`src/rtl/fetch_pkg.sv`:
```
// Shared types and constants for the instruction fetch stage.
package fetch_pkg;

    typedef enum logic [1:0] {
        StStart,
        StRun,
        StHalted
    } fetch_state_t;

    localparam logic [31:0] EBREAK  = 32'h0010_0073;
    localparam logic [31:0] PC_STEP = 32'd4;

endpackage

```
`src/rtl/pc_next_logic.sv`:
```
// Combinational next-PC selection: aligned redirect target or sequential PC with wrap.
module pc_next_logic
    import fetch_pkg::*;
#(
    parameter int unsigned MEM_DEPTH = 1024
) (
    input  logic [31:0] pc_i,
    input  logic        branch_taken_i,
    input  logic [31:0] branch_target_i,
    output logic [31:0] pc_next_o
);

    localparam int unsigned AddrW = $clog2(MEM_DEPTH);
    localparam logic [31:0] Depth = 32'(MEM_DEPTH);

    logic [31:0] aligned_pc;
    logic [31:0] seq_pc;

    always_comb begin
        // Word-align and fold the target into the memory window.
        aligned_pc = '0;
        aligned_pc[AddrW-1:2] = branch_target_i[AddrW-1:2];
        seq_pc = pc_i + PC_STEP;
        if (seq_pc == Depth) begin
            seq_pc = '0;
        end
        pc_next_o = branch_taken_i ? aligned_pc : seq_pc;
    end

endmodule

```
`src/rtl/instruction_fetch_unit.sv`:
```
// Fetch stage: owns the PC, fills the IF/ID register, handles stall/redirect and ebreak halt.
module instruction_fetch_unit
    import fetch_pkg::*;
#(
    parameter logic [31:0] RESET_PC  = 32'h0000_0000,
    parameter int unsigned MEM_DEPTH = 1024,
    parameter logic [31:0] EBREAK    = fetch_pkg::EBREAK
) (
    input  logic        clk,
    input  logic        reset,
    input  logic        stall,
    input  logic        branchTaken,
    input  logic [31:0] branchTarget,
    input  logic [31:0] instruction,
    output logic [31:0] instructionAddress,
    output logic [31:0] ifIdInstruction,
    output logic [31:0] ifIdPc,
    output logic        ifIdValid,
    output logic        halted,
    output logic [31:0] fetchCount
);

    fetch_state_t state_q, state_d;
    logic [31:0]  pc_q, pc_d;
    logic [31:0]  instr_q, instr_d;
    logic [31:0]  ipc_q, ipc_d;
    logic         valid_q, valid_d;
    logic [31:0]  count_q, count_d;
    logic [31:0]  pc_next;

    pc_next_logic #(
        .MEM_DEPTH(MEM_DEPTH)
    ) u_pc_next (
        .pc_i           (pc_q),
        .branch_taken_i (branchTaken),
        .branch_target_i(branchTarget),
        .pc_next_o      (pc_next)
    );

    always_comb begin
        state_d = state_q;
        pc_d    = pc_q;
        instr_d = instr_q;
        ipc_d   = ipc_q;
        valid_d = valid_q;
        count_d = count_q;
        unique case (state_q)
            StStart: begin
                state_d = StRun;
            end
            StRun: begin
                if (branchTaken) begin
                    pc_d    = pc_next;
                    valid_d = 1'b0;
                end else if (!stall) begin
                    instr_d = instruction;
                    ipc_d   = pc_q;
                    valid_d = 1'b1;
                    count_d = count_q + 32'd1;
                    if (instruction == EBREAK) begin
                        state_d = StHalted;
                    end else begin
                        pc_d = pc_next;
                    end
                end
            end
            StHalted: begin
                if (branchTaken) begin
                    pc_d    = pc_next;
                    valid_d = 1'b0;
                    state_d = StRun;
                end else if (!stall) begin
                    valid_d = 1'b0;
                end
            end
            default: begin
                state_d = StStart;
            end
        endcase
    end

    always_ff @(posedge clk or posedge reset) begin
        if (reset) begin
            state_q <= StStart;
            pc_q    <= RESET_PC;
            instr_q <= '0;
            ipc_q   <= '0;
            valid_q <= 1'b0;
            count_q <= '0;
        end else begin
            state_q <= state_d;
            pc_q    <= pc_d;
            instr_q <= instr_d;
            ipc_q   <= ipc_d;
            valid_q <= valid_d;
            count_q <= count_d;
        end
    end

    assign instructionAddress = pc_q;
    assign ifIdInstruction    = instr_q;
    assign ifIdPc             = ipc_q;
    assign ifIdValid          = valid_q;
    assign halted             = (state_q == StHalted);
    assign fetchCount         = count_q;

endmodule

```
`config.mk`:
```
export PLATFORM = sky130hd
export DESIGN_NAME = instruction_fetch_unit
export DESIGN_NICKNAME = d
export VERILOG_FILES = /design/src/rtl/fetch_pkg.sv /design/src/rtl/pc_next_logic.sv /design/src/rtl/instruction_fetch_unit.sv
export SDC_FILE = /design/constraint.sdc
export NUM_CORES = 1
export LEC_CHECK = 0
export ABC_AREA = 1
export CORE_ASPECT_RATIO = 2
export CORE_MARGIN = 4
export CORE_UTILIZATION = 43
export DETAILED_ROUTE_END_ITERATION = 12
export HOLD_SLACK_MARGIN = 0.03
export PLACE_DENSITY = 0.76
export SYNTH_ARGS = -nofsm -noshare
export SYNTH_HDL_FRONTEND = slang
export SYNTH_SLANG_ARGS = --single-unit
```
`constraint.sdc`:
```
create_clock -name clk -period 3.75 [get_ports clk]
set_input_delay 0.5625 -clock clk [delete_from_list [all_inputs] [get_ports clk]]
set_output_delay 0.5625 -clock clk [all_outputs]
set_load 0.01 [all_outputs]
```
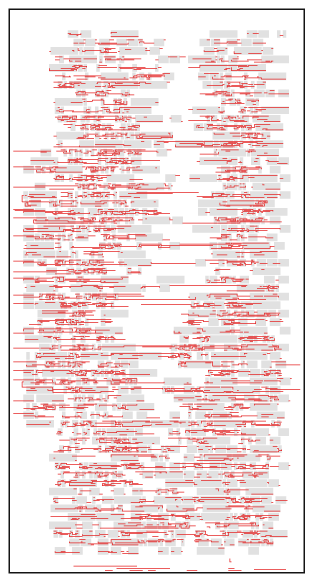
Figure 1: run 1, signal wires on met1.
951 nets have wire on it. The layer carries 6870 um of wire. The wires run mostly horizontal.

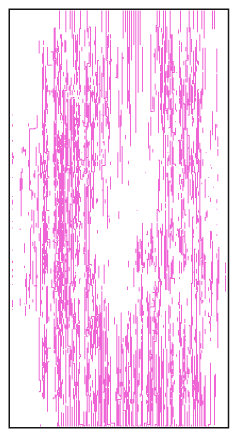
Figure 2: run 1, met2 routing.
The wires run mostly vertical. The layer holds 55% of the routed length. 861 nets have wire on it. The longest straight run is 58.3 um. The layer carries 10300 um of wire.

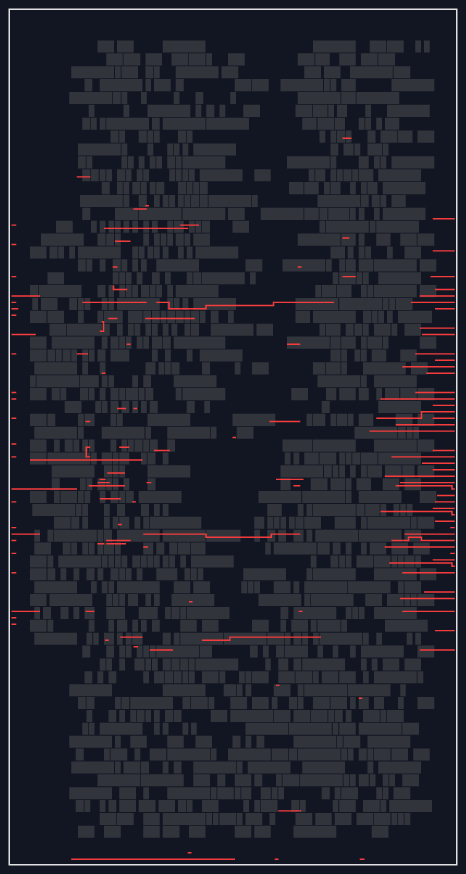
Figure 3: run 1, M3 wires.
The longest straight run is 34.3 um. The wires run mostly horizontal. The layer carries 718 um of wire. The layer holds 3.8% of the routed length.

==> Changelog: implementation, run 1 <==
## Flow update

* Final Slew Violations at 0
* Clock buffers at 20
* Sw Pwr at 1720 uW
* Power Total at 5160 uW
* Area leader, netlist: dfrtp_1
* Hold slack final at 0.474 ns
* Cells after synthesis at 836
* Tool warnings at 52
* Pwr per Cell Area at 581 nW/um^2
* Largest net degree at the start of global routing at 109
* Final setup viols at 0
* Worst Setup End Kind: register
* Comb gates at 591
* Dpl cells at 1177
* Gr usage total at 23.0%
* Wire per inst at 15.5 um
* Status: finished, final reports clean
* XOR/XNOR Area Share at 3.97%
* Yosys warns at 0
* Synth async-reset ratio at 100%
* TritonRoute pass-1 iters at 7
* Comb area leader: simple AND/OR/NAND/NOR gates
* Clock power frac at 32.1%
* Leakage at 0.00402 uW
* Hold Buf Count CTS at 0
* Worst-path clk slew at 0.06 ns
* Setup Buffers After CTS at 0
* First-pass GRT wire length at 30.5 mm
* Comb power frac at 31.4%
* Top routing layer in use: met4
* Worst slew pin tran at 1.01 ns
* Hold depth at 2
* Flop Count at 127
* Pre-CTS WS at 0.867 ns
* Post-Synth AOI/OAI Area at 7.59%
* Number of non-clock buffers in the layout at 175
* CTS Buf Count at 17
* Clock skew at 0.00824 ns
* FF-to-FF Start: instructionAddress[3]
* Mean Syn Cell Area at 7.65 um^2
* Cell Area, Synth at 6390 um^2
* Die width at 94.2 um
==> run 1: cell usage in the layout, fill, tap and decap left out <==
cell	instances
nand3_2	1
o22ai_1	1
clkbuf_16	17
nand3_1	42
buf_4	4
or2_1	1
nand4_1	18
inv_6	2
a21oi_1	9
clkdlybuf4s50_1	169
clkinv_2	3
clkbuf_8	3
nor2_2	7
inv_1	90
nand3b_1	1
conb_1	4
nand3_4	1
nor4_1	5
nand2_1	278
xor2_1	20
bufinv_16	2
ha_1	2
nor3_2	3
o21ai_1	1
inv_2	1
nor3_1	8
clkinvlp_4	3
nand2_2	7
nor4_2	1
xnor2_1	9
nor2_4	5
a31o_2	1
buf_12	2
nor2_1	82
dfrtp_1	127
clkinv_4	3
o21ai_0	84
==> run 1: worst max-delay path, stage by stage (launching register included) <==
cell	delay, ns
dfrtp_1	0.44
ha_1	0.36
nand2_1	0.13
nor2_2	0.17
nand2_2	0.14
inv_1	0.14
nand2_1	0.07
nand2_1	0.08
nand2_1	0.05
nor2_1	0.14
nand2_1	0.08
nor2_1	0.18
nand3_1	0.21
or2_1	0.26
nand3_1	0.07
nand2_1	0.05
==> run 1: logic make-up after synthesis <==
logic type	count (synthesis)
buffers and inverters	121
AOI/OAI and AO/OA	96
DFF	127
xor gates and xnor gates	29
adders and majority gates	2
other	1
and+or+nand+nor	460
==> run 1: Yosys cell counts (6+ instances only) <==
| cell | count |
|---|---|
| nand2_1 | 278 |
| dfrtp_1 | 127 |
| inv_1 | 91 |
| o21ai_0 | 84 |
| nor2_1 | 82 |
| nand3_1 | 42 |
| xor2_1 | 20 |
| nand4_1 | 18 |
| clkbuf_1 | 16 |
| a21oi_1 | 9 |
| xnor2_1 | 9 |
| nor3_1 | 8 |
| nand2_2 | 7 |
| nor2_2 | 7 |
| buf_2 | 6 |
==> run 1 -> run 2 <==
clock period = 2.2 ns   (was 3.75 ns; I/O delays follow)
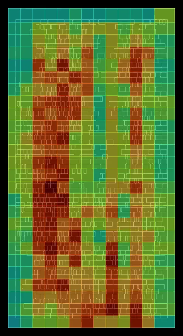
Figure 4: run 2, routing congestion.
met3 Resource Use GR: 5.14%
gr busiest metal: met2
M1 GR Usage: 24.9%

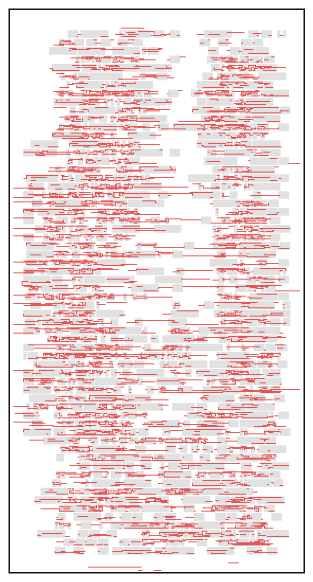
Figure 5: run 2, signal wires on met1.
1014 nets have wire on it. The layer holds 35% of the routed length. The layer carries 7030 um of wire. The wires run mostly horizontal.

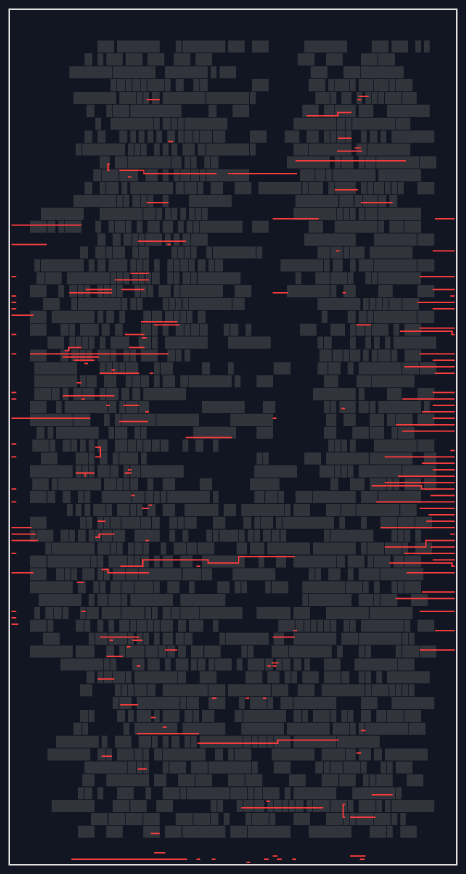
Figure 6: run 2, M3 wires.
132 nets have wire on it. The longest straight run is 29.0 um. The layer holds 4.5% of the routed length.

==> Changelog: implementation, run 2 <==
## Flow update

* Status: finished with violations
* Violated checks: setup timing
* Final Slew Violations at 0
* Top routing layer in use: met4
* Post-synth top cells: nand2_1, dfrtp_1, inv_1, o21ai_0, nor2_1
* CP delay by family, top: simple AND/OR/NAND/NOR gates
* CTS tree: built
* Wire per inst at 15.5 um
* Max Cap Viol at 0
* Area leader, netlist: dfrtp_1
* Clock skew at 0.0148 ns
* CP cell instances: nand2_1 > nor2_1 > nand2_1 > nor2_4 > nand2_1 > nand2_1 > nand2_1 > nor2_1 > nand4_1 > or2_1 > nand3_1 > nand2_1
* CTS Buf Count at 17
* Synth async-reset ratio at 100%
* Final setup viols at 1
* TritonRoute pass-1 iters at 5
* Largest net degree at the start of global routing at 97
* Setup Buffers After CTS at 2
* Final WS setup at -0.0186 ns
* Worst-path clk slew at 0.06 ns
* Tool warnings at 51
* Share of cells above drive strength 1 at 15.6%
* Grt total ovfl at 0
* Most frequent cell after synthesis: nand2_1
* Final hold vios at 0
* #FFs+latches synth at 127
* Gr usage total at 24.5%
* Hold Buf Count CTS at 0
* Leakage at 0.00448 uW
* Critical Path Most Common Cell: nand2_1
* Cells after synthesis at 836
* Hold slack final at 0.420 ns
* Cell Area, Synth at 6390 um^2
* Buffers and inverters on the worst path at 0
* Yosys warns at 0
* Worst Setup End Kind: register
* Crit-path max cell delay at 0.41 ns
* Pwr per Cell Area at 974 nW/um^2
* Mean Syn Cell Area at 7.65 um^2
* First-pass GRT wire length at 32.1 mm
run 2: cell counts after synthesis:
Identical to the previous run, type by type.
run 2: logic make-up after synthesis:
kind of cell | synth area share [%]
fa+ha+maj | 0.391
compound gates | 7.59
other cells | 0.0587
xor+xnor | 3.97
flops | 49.7
buf+inv | 7.52
simple gates | 30.7
run 2: path summary, 6_finish.rpt:
| path | cells after the start | startpoint | end |
|---|---|---|---|
| min in group clk | 1 | fetchCount[31] | fetchCount[31] |
| hold reg to reg | 1 | fetchCount[31] | fetchCount[31] |
| setup reg to reg | 12 | instructionAddress[12] | instructionAddress[10] |
| setup / recovery | 12 | instructionAddress[12] | instructionAddress[10] |
| hold / removal | 3 | reset | ifIdInstruction[15] |
| max in group asynchronous | 3 | reset | instructionAddress[31] |
run 2: layout make-up:
type / instances / share of cell area, %
multi-input cells: 591 / 29.6
well taps: 192 / 2.49
repair buffers: 256 / 24.9
clock buffers: 20 / 4.73
flip-flops and latches: 127 / 32.9
diodes: 1 / 0.0259
clock inverters: 12 / 1.64
inverters: 92 / 3.64
run 2: where the power goes:
group / internal, uW / total, uW / switching, uW
Combinational: 1610 / 3280 / 1670
Sequential: 2840 / 3180 / 347
Clock: 1850 / 2950 / 1100
Total: 6290 / 9410 / 3120
run 2: per-stage QoR:
| stage | setup TNS (ns) | std cells | utilization, % | worst slack, ns | total power, uW |
|---|---|---|---|---|---|
| floorplan | 0 | 839 | - | 0.201 | 4560 |
| global placement | -3.61 | 1245 | 60.8 | -0.151 | 6300 |
| detailed placement | -4.13 | 1245 | 60.8 | -0.169 | 6390 |
| CTS | 0 | 1279 | 65.3 | 0.00171 | 9390 |
| global route | -0.332 | 1291 | 66.6 | -0.143 | 9950 |
| finish | -0.0186 | 1291 | 66.6 | -0.0186 | 9410 |
No activity file was given, so power comes from the tool's default toggle rates.
